<file path="src/rtl/dsp48_pkg.sv">
// dsp48_pkg: shared widths, operand-select and ALU encodings for the DSP48 slice
package dsp48_pkg;
  localparam int A_W      = 30;
  localparam int B_W      = 18;
  localparam int P_W      = 48;
  localparam int MULT_A_W = 25;
  localparam int SHIFT    = 17;
  typedef enum logic [1:0] {X_ZERO = 2'b00, X_M = 2'b01, X_P = 2'b10, X_AB = 2'b11} x_sel_e;
  typedef enum logic [1:0] {Y_ZERO = 2'b00, Y_M = 2'b01, Y_ONES = 2'b10, Y_C = 2'b11} y_sel_e;
  typedef enum logic [2:0] {
    Z_ZERO   = 3'b000,
    Z_PCIN   = 3'b001,
    Z_P      = 3'b010,
    Z_C      = 3'b011,
    Z_PCIN17 = 3'b101,
    Z_P17    = 3'b110
  } z_sel_e;
  typedef enum logic [3:0] {
    ALU_ADD     = 4'b0000,
    ALU_NZ_ADD  = 4'b0001,
    ALU_NOT_SUM = 4'b0010,
    ALU_SUB     = 4'b0011
  } alu_e;
endpackage

</file>
<file path="src/rtl/dsp48_slice_if.sv">
// dsp48_slice_if: operand, control and result bundle of the DSP48 slice
interface dsp48_slice_if;
  import dsp48_pkg::*;
  logic [A_W-1:0] a;
  logic [B_W-1:0] b;
  logic [P_W-1:0] c;
  logic [P_W-1:0] pcin;
  logic           carryin;
  logic [6:0]     opmode;
  logic [3:0]     alumode;
  logic           cea, ceb, cec, cem, cep;
  logic [P_W-1:0] p;
  logic [P_W-1:0] pcout;
  logic [A_W-1:0] acout;
  logic [B_W-1:0] bcout;
  logic [3:0]     carryout;
  logic           carrycascout;
  logic           multsignout;
  logic           patterndetect, patternbdetect;
  modport master (
    output a, b, c, pcin, carryin, opmode, alumode, cea, ceb, cec, cem, cep,
    input  p, pcout, acout, bcout, carryout, carrycascout, multsignout, patterndetect, patternbdetect
  );
  modport slave (
    input  a, b, c, pcin, carryin, opmode, alumode, cea, ceb, cec, cem, cep,
    output p, pcout, acout, bcout, carryout, carrycascout, multsignout, patterndetect, patternbdetect
  );
endinterface

</file>
<file path="src/rtl/dsp48_mult25x18.sv">
// dsp48_mult25x18: signed 25x18 multiplier, sign-extended to 48 bits, optional MREG stage
module dsp48_mult25x18
  import dsp48_pkg::*;
#(
  parameter int MREG = 0
) (
  input  logic                clk,
  input  logic                rst,
  input  logic                i_ce,
  input  logic [MULT_A_W-1:0] i_a,
  input  logic [B_W-1:0]      i_b,
  output logic [P_W-1:0]      o_m
);
  logic [P_W-1:0] w_prod;
  logic [P_W-1:0] r_m;
  assign w_prod = 48'($signed(i_a)) * 48'($signed(i_b));
  // product register; bypassed below when MREG is 0
  always_ff @(posedge clk) begin
    if (rst) r_m <= '0;
    else if (i_ce) r_m <= w_prod;
  end
  assign o_m = (MREG == 1) ? r_m : w_prod;
endmodule

</file>
<file path="src/rtl/dsp48_slice.sv">
// dsp48_slice: 25x18 MAC slice (DSP48E1 ONE48 subset); define DSP48_PATDET_EN for pattern detect
module dsp48_slice
  import dsp48_pkg::*;
#(
  parameter int AREG = 0,
  parameter int BREG = 0,
  parameter int CREG = 1,
  parameter int MREG = 0,
  parameter int PREG = 0
`ifdef DSP48_PATDET_EN
  ,
  parameter logic [P_W-1:0] PATTERN = 48'h0,
  parameter logic [P_W-1:0] MASK    = 48'h3FFF_FFFF_FFFF
`endif
) (
  input logic          clk,
  input logic          rst,
  dsp48_slice_if.slave bus
);
  logic [A_W-1:0] r_a, w_a;
  logic [B_W-1:0] r_b, w_b;
  logic [P_W-1:0] r_c, w_c;
  logic [P_W-1:0] w_m, r_p, w_pfb, w_pfb_sh, w_pcin_sh;
  logic [P_W-1:0] w_x, w_y, w_z, w_res;
  logic [P_W:0]   w_s, w_sum;
  logic           w_co, r_co, w_inv;
  // input pipeline stages; each is bypassed below when its parameter is 0
  always_ff @(posedge clk) begin
    if (rst) begin
      r_a <= '0;
      r_b <= '0;
      r_c <= '0;
    end else begin
      if (bus.cea) r_a <= bus.a;
      if (bus.ceb) r_b <= bus.b;
      if (bus.cec) r_c <= bus.c;
    end
  end
  assign w_a = (AREG == 1) ? r_a : bus.a;
  assign w_b = (BREG == 1) ? r_b : bus.b;
  assign w_c = (CREG == 1) ? r_c : bus.c;
  dsp48_mult25x18 #(.MREG(MREG)) u_mult (
    .clk  (clk),
    .rst  (rst),
    .i_ce (bus.cem),
    .i_a  (w_a[MULT_A_W-1:0]),
    .i_b  (w_b),
    .o_m  (w_m)
  );
  assign w_pfb     = (PREG == 1) ? r_p : '0;
  assign w_pfb_sh  = $signed(w_pfb) >>> SHIFT;
  assign w_pcin_sh = $signed(bus.pcin) >>> SHIFT;
  // operand muxes and ALU; M only contributes when both X and Y select it
  always_comb begin
    w_x = (bus.opmode[1:0] == X_M)  ? ((bus.opmode[3:2] == Y_M) ? w_m : '0) :
          (bus.opmode[1:0] == X_P)  ? w_pfb :
          (bus.opmode[1:0] == X_AB) ? {w_a, w_b} : '0;
    w_y = (bus.opmode[3:2] == Y_ONES) ? '1 :
          (bus.opmode[3:2] == Y_C)    ? w_c : '0;
    w_z = (bus.opmode[6:4] == Z_PCIN)   ? bus.pcin :
          (bus.opmode[6:4] == Z_P)      ? w_pfb :
          (bus.opmode[6:4] == Z_C)      ? w_c :
          (bus.opmode[6:4] == Z_PCIN17) ? w_pcin_sh :
          (bus.opmode[6:4] == Z_P17)    ? w_pfb_sh : '0;
    w_s   = {1'b0, w_x} + {1'b0, w_y} + {{P_W{1'b0}}, bus.carryin};
    w_sum = (bus.alumode == ALU_SUB)    ? {1'b0, w_z} - w_s :
            (bus.alumode == ALU_NZ_ADD) ? {1'b0, ~w_z} + w_s : {1'b0, w_z} + w_s;
    w_inv = (bus.alumode == ALU_SUB) || (bus.alumode == ALU_NOT_SUM);
    w_res = (bus.alumode == ALU_NOT_SUM) ? ~w_sum[P_W-1:0] : w_sum[P_W-1:0];
    w_co  = w_sum[P_W] ^ w_inv;
  end
  // output register for result and carry
  always_ff @(posedge clk) begin
    if (rst) begin
      r_p  <= '0;
      r_co <= 1'b0;
    end else if (bus.cep) begin
      r_p  <= w_res;
      r_co <= w_co;
    end
  end
  assign bus.p            = (PREG == 1) ? r_p : w_res;
  assign bus.pcout        = bus.p;
  assign bus.carryout     = {(PREG == 1) ? r_co : w_co, 3'b000};
  assign bus.carrycascout = bus.carryout[3];
  assign bus.acout        = w_a;
  assign bus.bcout        = w_b;
  assign bus.multsignout  = w_m[P_W-1];
`ifdef DSP48_PATDET_EN
  logic w_pd, w_pbd, r_pd, r_pbd;
  assign w_pd  = ((w_res ^ PATTERN) & ~MASK) == '0;
  assign w_pbd = ((w_res ^ ~PATTERN) & ~MASK) == '0;
  // detect flags follow the P register timing
  always_ff @(posedge clk) begin
    if (rst) begin
      r_pd  <= 1'b0;
      r_pbd <= 1'b0;
    end else if (bus.cep) begin
      r_pd  <= w_pd;
      r_pbd <= w_pbd;
    end
  end
  assign bus.patterndetect  = (PREG == 1) ? r_pd : w_pd;
  assign bus.patternbdetect = (PREG == 1) ? r_pbd : w_pbd;
`else
  assign bus.patterndetect  = 1'b0;
  assign bus.patternbdetect = 1'b0;
`endif
endmodule

</file>
<file path="src/flat_wrapper.sv">
// flat-port wrapper written by rule: the top's interface ports become plain ports
module dsp48_slice_flat import dsp48_pkg::*;
#(
  parameter int AREG = 0,
  parameter int BREG = 0,
  parameter int CREG = 1,
  parameter int MREG = 0,
  parameter int PREG = 0

)
  (clk, rst, bus_a, bus_b, bus_c, bus_pcin, bus_carryin, bus_opmode, bus_alumode, bus_cea, bus_ceb, bus_cec, bus_cem, bus_cep, bus_p, bus_pcout, bus_acout, bus_bcout, bus_carryout, bus_carrycascout, bus_multsignout, bus_patterndetect, bus_patternbdetect);
  dsp48_slice_if bus_i ();
  input logic clk;
  input logic rst;
  input wire logic [$bits(bus_i.a)-1:0] bus_a;
  input wire logic [$bits(bus_i.b)-1:0] bus_b;
  input wire logic [$bits(bus_i.c)-1:0] bus_c;
  input wire logic [$bits(bus_i.pcin)-1:0] bus_pcin;
  input wire logic [$bits(bus_i.carryin)-1:0] bus_carryin;
  input wire logic [$bits(bus_i.opmode)-1:0] bus_opmode;
  input wire logic [$bits(bus_i.alumode)-1:0] bus_alumode;
  input wire logic [$bits(bus_i.cea)-1:0] bus_cea;
  input wire logic [$bits(bus_i.ceb)-1:0] bus_ceb;
  input wire logic [$bits(bus_i.cec)-1:0] bus_cec;
  input wire logic [$bits(bus_i.cem)-1:0] bus_cem;
  input wire logic [$bits(bus_i.cep)-1:0] bus_cep;
  output wire logic [$bits(bus_i.p)-1:0] bus_p;
  output wire logic [$bits(bus_i.pcout)-1:0] bus_pcout;
  output wire logic [$bits(bus_i.acout)-1:0] bus_acout;
  output wire logic [$bits(bus_i.bcout)-1:0] bus_bcout;
  output wire logic [$bits(bus_i.carryout)-1:0] bus_carryout;
  output wire logic [$bits(bus_i.carrycascout)-1:0] bus_carrycascout;
  output wire logic [$bits(bus_i.multsignout)-1:0] bus_multsignout;
  output wire logic [$bits(bus_i.patterndetect)-1:0] bus_patterndetect;
  output wire logic [$bits(bus_i.patternbdetect)-1:0] bus_patternbdetect;
  assign bus_i.a = bus_a;
  assign bus_i.b = bus_b;
  assign bus_i.c = bus_c;
  assign bus_i.pcin = bus_pcin;
  assign bus_i.carryin = bus_carryin;
  assign bus_i.opmode = bus_opmode;
  assign bus_i.alumode = bus_alumode;
  assign bus_i.cea = bus_cea;
  assign bus_i.ceb = bus_ceb;
  assign bus_i.cec = bus_cec;
  assign bus_i.cem = bus_cem;
  assign bus_i.cep = bus_cep;
  assign bus_p = bus_i.p;
  assign bus_pcout = bus_i.pcout;
  assign bus_acout = bus_i.acout;
  assign bus_bcout = bus_i.bcout;
  assign bus_carryout = bus_i.carryout;
  assign bus_carrycascout = bus_i.carrycascout;
  assign bus_multsignout = bus_i.multsignout;
  assign bus_patterndetect = bus_i.patterndetect;
  assign bus_patternbdetect = bus_i.patternbdetect;
  dsp48_slice #(.AREG(AREG), .BREG(BREG), .CREG(CREG), .MREG(MREG), .PREG(PREG)) u_core (.clk(clk), .rst(rst), .bus(bus_i));
endmodule
</file>
<file path="config.mk">
export PLATFORM = sky130hd
export DESIGN_NAME = dsp48_slice_flat
export DESIGN_NICKNAME = d
export VERILOG_FILES = /design/src/rtl/dsp48_pkg.sv /design/src/rtl/dsp48_slice_if.sv /design/src/rtl/dsp48_mult25x18.sv /design/src/rtl/dsp48_slice.sv /design/src/flat_wrapper.sv
export SDC_FILE = /design/constraint.sdc
export NUM_CORES = 2
export LEC_CHECK = 0
export CAP_MARGIN = 25
export CORE_MARGIN = 5
export CORE_UTILIZATION = 60
export CTS_BUF_LIST = sky130_fd_sc_hd__clkbuf_4
export CTS_CLUSTER_DIAMETER = 200
export DETAILED_ROUTE_END_ITERATION = 8
export GPL_TIMING_DRIVEN = 0
export PLACE_DENSITY = 0.84
export SLEW_MARGIN = 15
export SYNTH_ARGS = -nofsm -noshare
export SYNTH_HDL_FRONTEND = slang
export SYNTH_HIERARCHICAL = 1
export SYNTH_SLANG_ARGS = --single-unit
</file>
<file path="constraint.sdc">
create_clock -name clk -period 20 [get_ports clk]
set_clock_uncertainty 0.2 [all_clocks]
set_input_delay 4 -clock clk [delete_from_list [all_inputs] [get_ports clk]]
set_output_delay 4 -clock clk [all_outputs]
set_load 0.02 [all_outputs]
</file>
==> results.txt <==
Implementation run completed; key figures follow.

Status:
- The flow ran to the end, and the final reports show no timing, DRC or antenna violations.

Worst setup path:
- The run gives the destination of the critical timing path as bus_pcout[41].
- The most numerous cell type found on the critical path is fa_1.
- Among all stages on the critical path, the largest delay is contributed by fa_1.
- The run puts the register-to-register setup slack at 18.89 ns.
- In the setup report, the worst path falls into the class input pin to output port.
- Grouping stages by cell kind, the critical path spends the most delay in adder cells.
- STA lists the startpoint of the worst register-to-register path as u_core/r_c[22]$_SDFFE_PP0P_.
- The run puts the data required time at the worst endpoint at 15.80 ns.
- The run gives the sort of element at the end of the critical path as an output port.
- The run gives the delay of the slowest cell on the worst path as 0.56 ns.
- The run gives the endpoint of the worst-slack reg-to-reg timing path as u_core/r_c[22]$_SDFFE_PP0P_.
- The run gives the total stage count of the critical path as 48.
- The run gives the data arrival at the endpoint of the critical path as 15.45 ns.
- For the worst flop-to-flop path, the logic depth is 2.
- The run puts the worst path buffer plus inverter count at 9.
- The run puts the maximum fanout encountered on the critical timing path at 11.
- OpenSTA lists the critical path startpoint as bus_a[6].
- STA classifies the critical path startpoint as an input pin.

Route:
- The run gives the detailed-route DRC error count as 0.
- The routed wirelength on the met1 layer is recorded as 39.8 mm.
- The run gives the detailed route wirelength on metal3 as 11.4 mm.
- The run puts the final routed wirelength across all metal layers at 102 mm.
- The run gives the detailed-router iteration count before antenna repair as 6.
- The run puts the number of vias per cell at 5.92.
- The run puts the average wire per standard cell at 21.5 um.
- The run gives the total via count in the routed design as 28225.
- The highest layer touched by signal routing is met4.
- The run puts the number of DRC violations after detailed-routing iteration 0 at 2951.
- The run gives the routed length on met2 as 45.0 mm.
- The run puts the remaining antenna violation count at 0.

STA:
- The run gives the final hold violation count as 0.
- Setup repair after global routing could not meet its margin everywhere.
- The run gives the share of the clock period used by the worst path as 98.2%.
- The final timing report counts setup violations totalling 0.
- The transition time recorded at the tightest slew-check pin is 1.09 ns.
- The worst pin sits at a relative slew slack of 27.4%.
- In the final timing run, aggregate negative setup slack is 0 ns.
- For this run, the top clock speed supported by timing is 50.9 MHz.
- The run puts the worst hold margin at 0.383 ns.
- The run gives the final number of max-transition violations as 0.
- The run gives the worst setup margin as 0.351 ns.

Global route:
- The run puts the first-pass GRT wire length at 156 mm.
- met3 track demand over resource after global routing is 7.45%.
- The run puts the number of global-route vias before repair at 27563.
- Entering global routing, the biggest net connects 19 pins.
- The run gives the met1 usage as 48.2%.
- met2 is the most crowded layer.
- The run gives the total routing resource utilization after global routing as 36.9%.
- The run gives the initial antenna violation count as 2.
- The run gives the global route total overflow as 0.

Die:
- Per the OpenROAD floorplan log, the width of the die is 233 um.
- The run puts the initial core utilization at 60.8%.
- After floorplanning, the core was sized to cover 49200 um^2.
- The run gives the number of top-level pins as 315.
- The run puts the inserted tap cell count at 664.
- The initialized floorplan defines 81 standard-cell rows.
- According to the floorplan report, the total die area is 54400 um^2.
- From bottom edge to top edge, the die measures 233 um.

Cells and area:
- In the final layout, the registers with the most flip-flops are u_core/r_c: 48 flops.
- The run puts the number of inserted filler cells in the final layout at 4216.
- 2 antenna diodes ended up in the layout.
- The run puts the ratio of cells with drive above 1 in the final layout at 8.15%.
- By area, combinational gates come first.
- The run puts the synthesis-to-layout area growth at 14.3%.
- Per the layout area report, the register area comes to 961 um^2.
- Leaving out buffers and inverters, the combinational logic in the layout accounts for 25400 um^2.
- In the layout the commonest cells are inv_1 (611), fa_1 (445), nand2_1 (440).
- The final layout contains 4955 nets.
- The run puts the count of inverters other than clock inverters in the layout at 611.
- u_core/r_c holds more flip-flops than any other register.
- According to the cell report, the number of logic gates is 2847.
- The register with the most flip-flops in the layout has 48 of them.
- The run puts the count of buffers not belonging to the clock network in the layout at 585.

Clocking:
- The run gives the maximum clock path buffer count as 2.
- In this run, post-CTS hold repair placed 0 buffers.
- The run gives the root buffer selected by CTS as clkbuf_4.
- The run puts the number of levels in the clock H-tree at 2.
- The run gives the post-cts repair resize count as 192.
- TritonCTS built the clock tree.
- The run puts the number of setup buffers added after CTS at 3.

Placement:
- Summing all placed instances gives a cell area of 33800 um^2.
- Once detailed placement completed, the half-perimeter wirelength came to 86.5 mm.
- The run puts the post-placement cell count at 4762.
- The run puts the final weighted congestion in routability-driven placement at 1.08.
- The run gives the post-placement setup slack as -2.13 ns.
- The run puts the count of port buffers added during placement at 301.

Logic synthesis:
- The run gives the largest combinational cell category by area as adder cells.
- The run puts the synthesized-area fraction occupied by adder cells at 40.2%.
- The run gives the mux cell area share after synthesis as 2.51%.
- The cell type that accounts for the most area after synthesis is fa_1.
- The run gives the area share of the largest cell type after synthesis as 29.8%.
- The synthesized design contains 0 enable-type register cells.
- The synthesized design contains 48 register bits.
- The run gives the count of warnings emitted by yosys as 6.
- The average instance in the mapped netlist occupies 7.88 um^2.
- The run gives the async set or reset register ratio after synthesis as 0%.
- The run puts the number of distinct standard cells referenced by the synthesized netlist at 91.
- For reference, the top cells by area after synthesis are fa_1 (30%), ha_1 (10%), inv_1 (7.7%).
- The run puts the post-synthesis instance area at 29900 um^2.
- For reference, XOR and XNOR gates occupy 6.21% of the area reported after synthesis.
- The run puts the cell count listed in synth_stat.txt at 3792.
- The run puts the gate count of the mapped netlist at 3792.
- The run puts the sequential area share after synthesis at 3.22%.
- The run puts the post-synthesis chip area from yosys at 29900 um^2.
- The synthesis report names the predominant flop master as dfxtp_1.
- The run puts the area fraction in and, or, nand and nor cells after synthesis at 17.2%.

Min path:
- Per the hold report, the tightest min-delay path originates at u_core/r_c[31]$_SDFFE_PP0P_.
- Hold analysis shows the worst path with a depth of 2.
- The min-delay analysis places its worst path in the category register to register.

Run:
- The run puts the max-capacitance violation count at 0.
- The run puts the number of OpenROAD warnings at 32.
synthesized netlist by cell type, types with 7 or more instances:
cell	n
inv_1	611
fa_1	445
nand2_1	440
ha_1	249
a21oi_1	210
nor2_1	183
and2_1	171
clkbuf_1	159
o21ai_0	138
xor2_1	117
buf_4	108
xnor2_1	95
a21o_1	84
o21a_1	73
mux2i_1	58
nand2b_1	49
dfxtp_1	48
a22o_1	47
nor2b_1	40
nor3_1	40
nand3_1	37
o21bai_1	29
nand4_1	27
a211oi_1	25
o211ai_1	25
a31oi_1	22
and3_1	19
buf_1	15
mux2_2	15
o211a_1	14
o221ai_1	14
a211o_1	13
or3_1	13
o21ai_1	10
or2_2	10
o31ai_1	9
a21boi_0	8
and4_1	7
nor4_1	7
o22ai_1	7
class_map.png
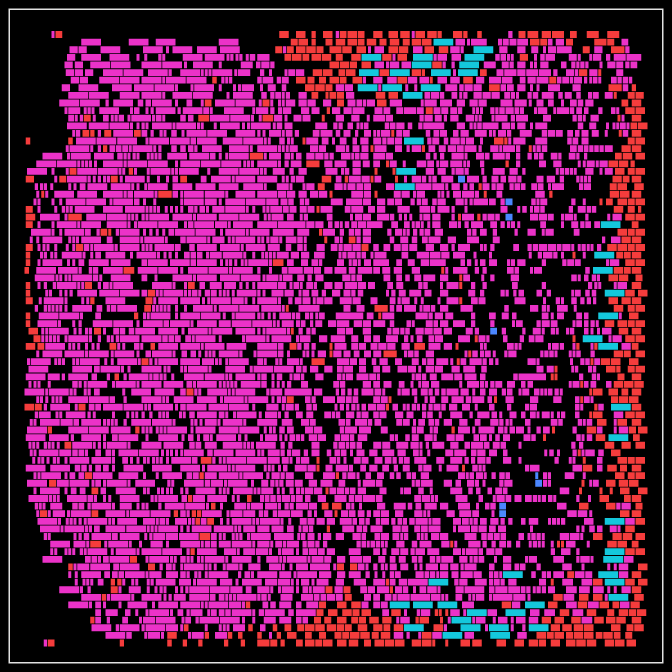
class	colour	cells
remaining logic cells	magenta	3458
remaining buffers and delay cells	red	585
registers	cyan	48
clock drivers and dummy loads	blue	8
Seq/total area: 2.81%
Finished Cell Area: 34200 um^2

gates.png
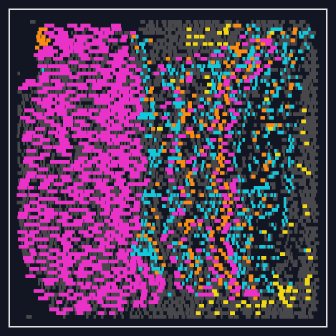
family	colour	cells	most used
aoi and oai cells	cyan	535	a21oi_1
mux cells	yellow	73	mux2i_1
xor and xnor cells	orange	212	xor2_1
fa/ha/maj cells	magenta	694	fa_1
most frequently placed logic cell in the final layout: inv_1
post-layout instance count excluding filler cells: 4765
Comb/total area: 74.2%

clock_nets.png
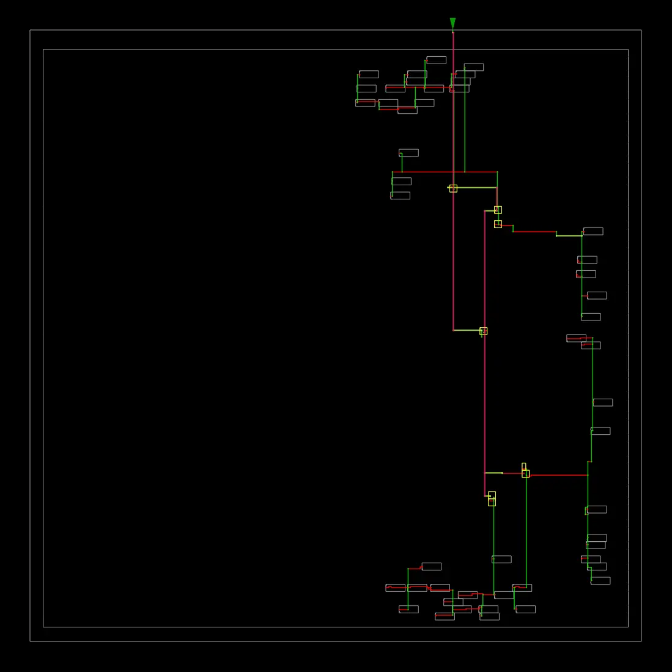
Clock Latency Late Sink: 0.42 ns
number of sequential cells in the layout: 48
clock buffer count in the final layout: 6
Num CTS Buffers: 5
TritonCTS Sinks: 48

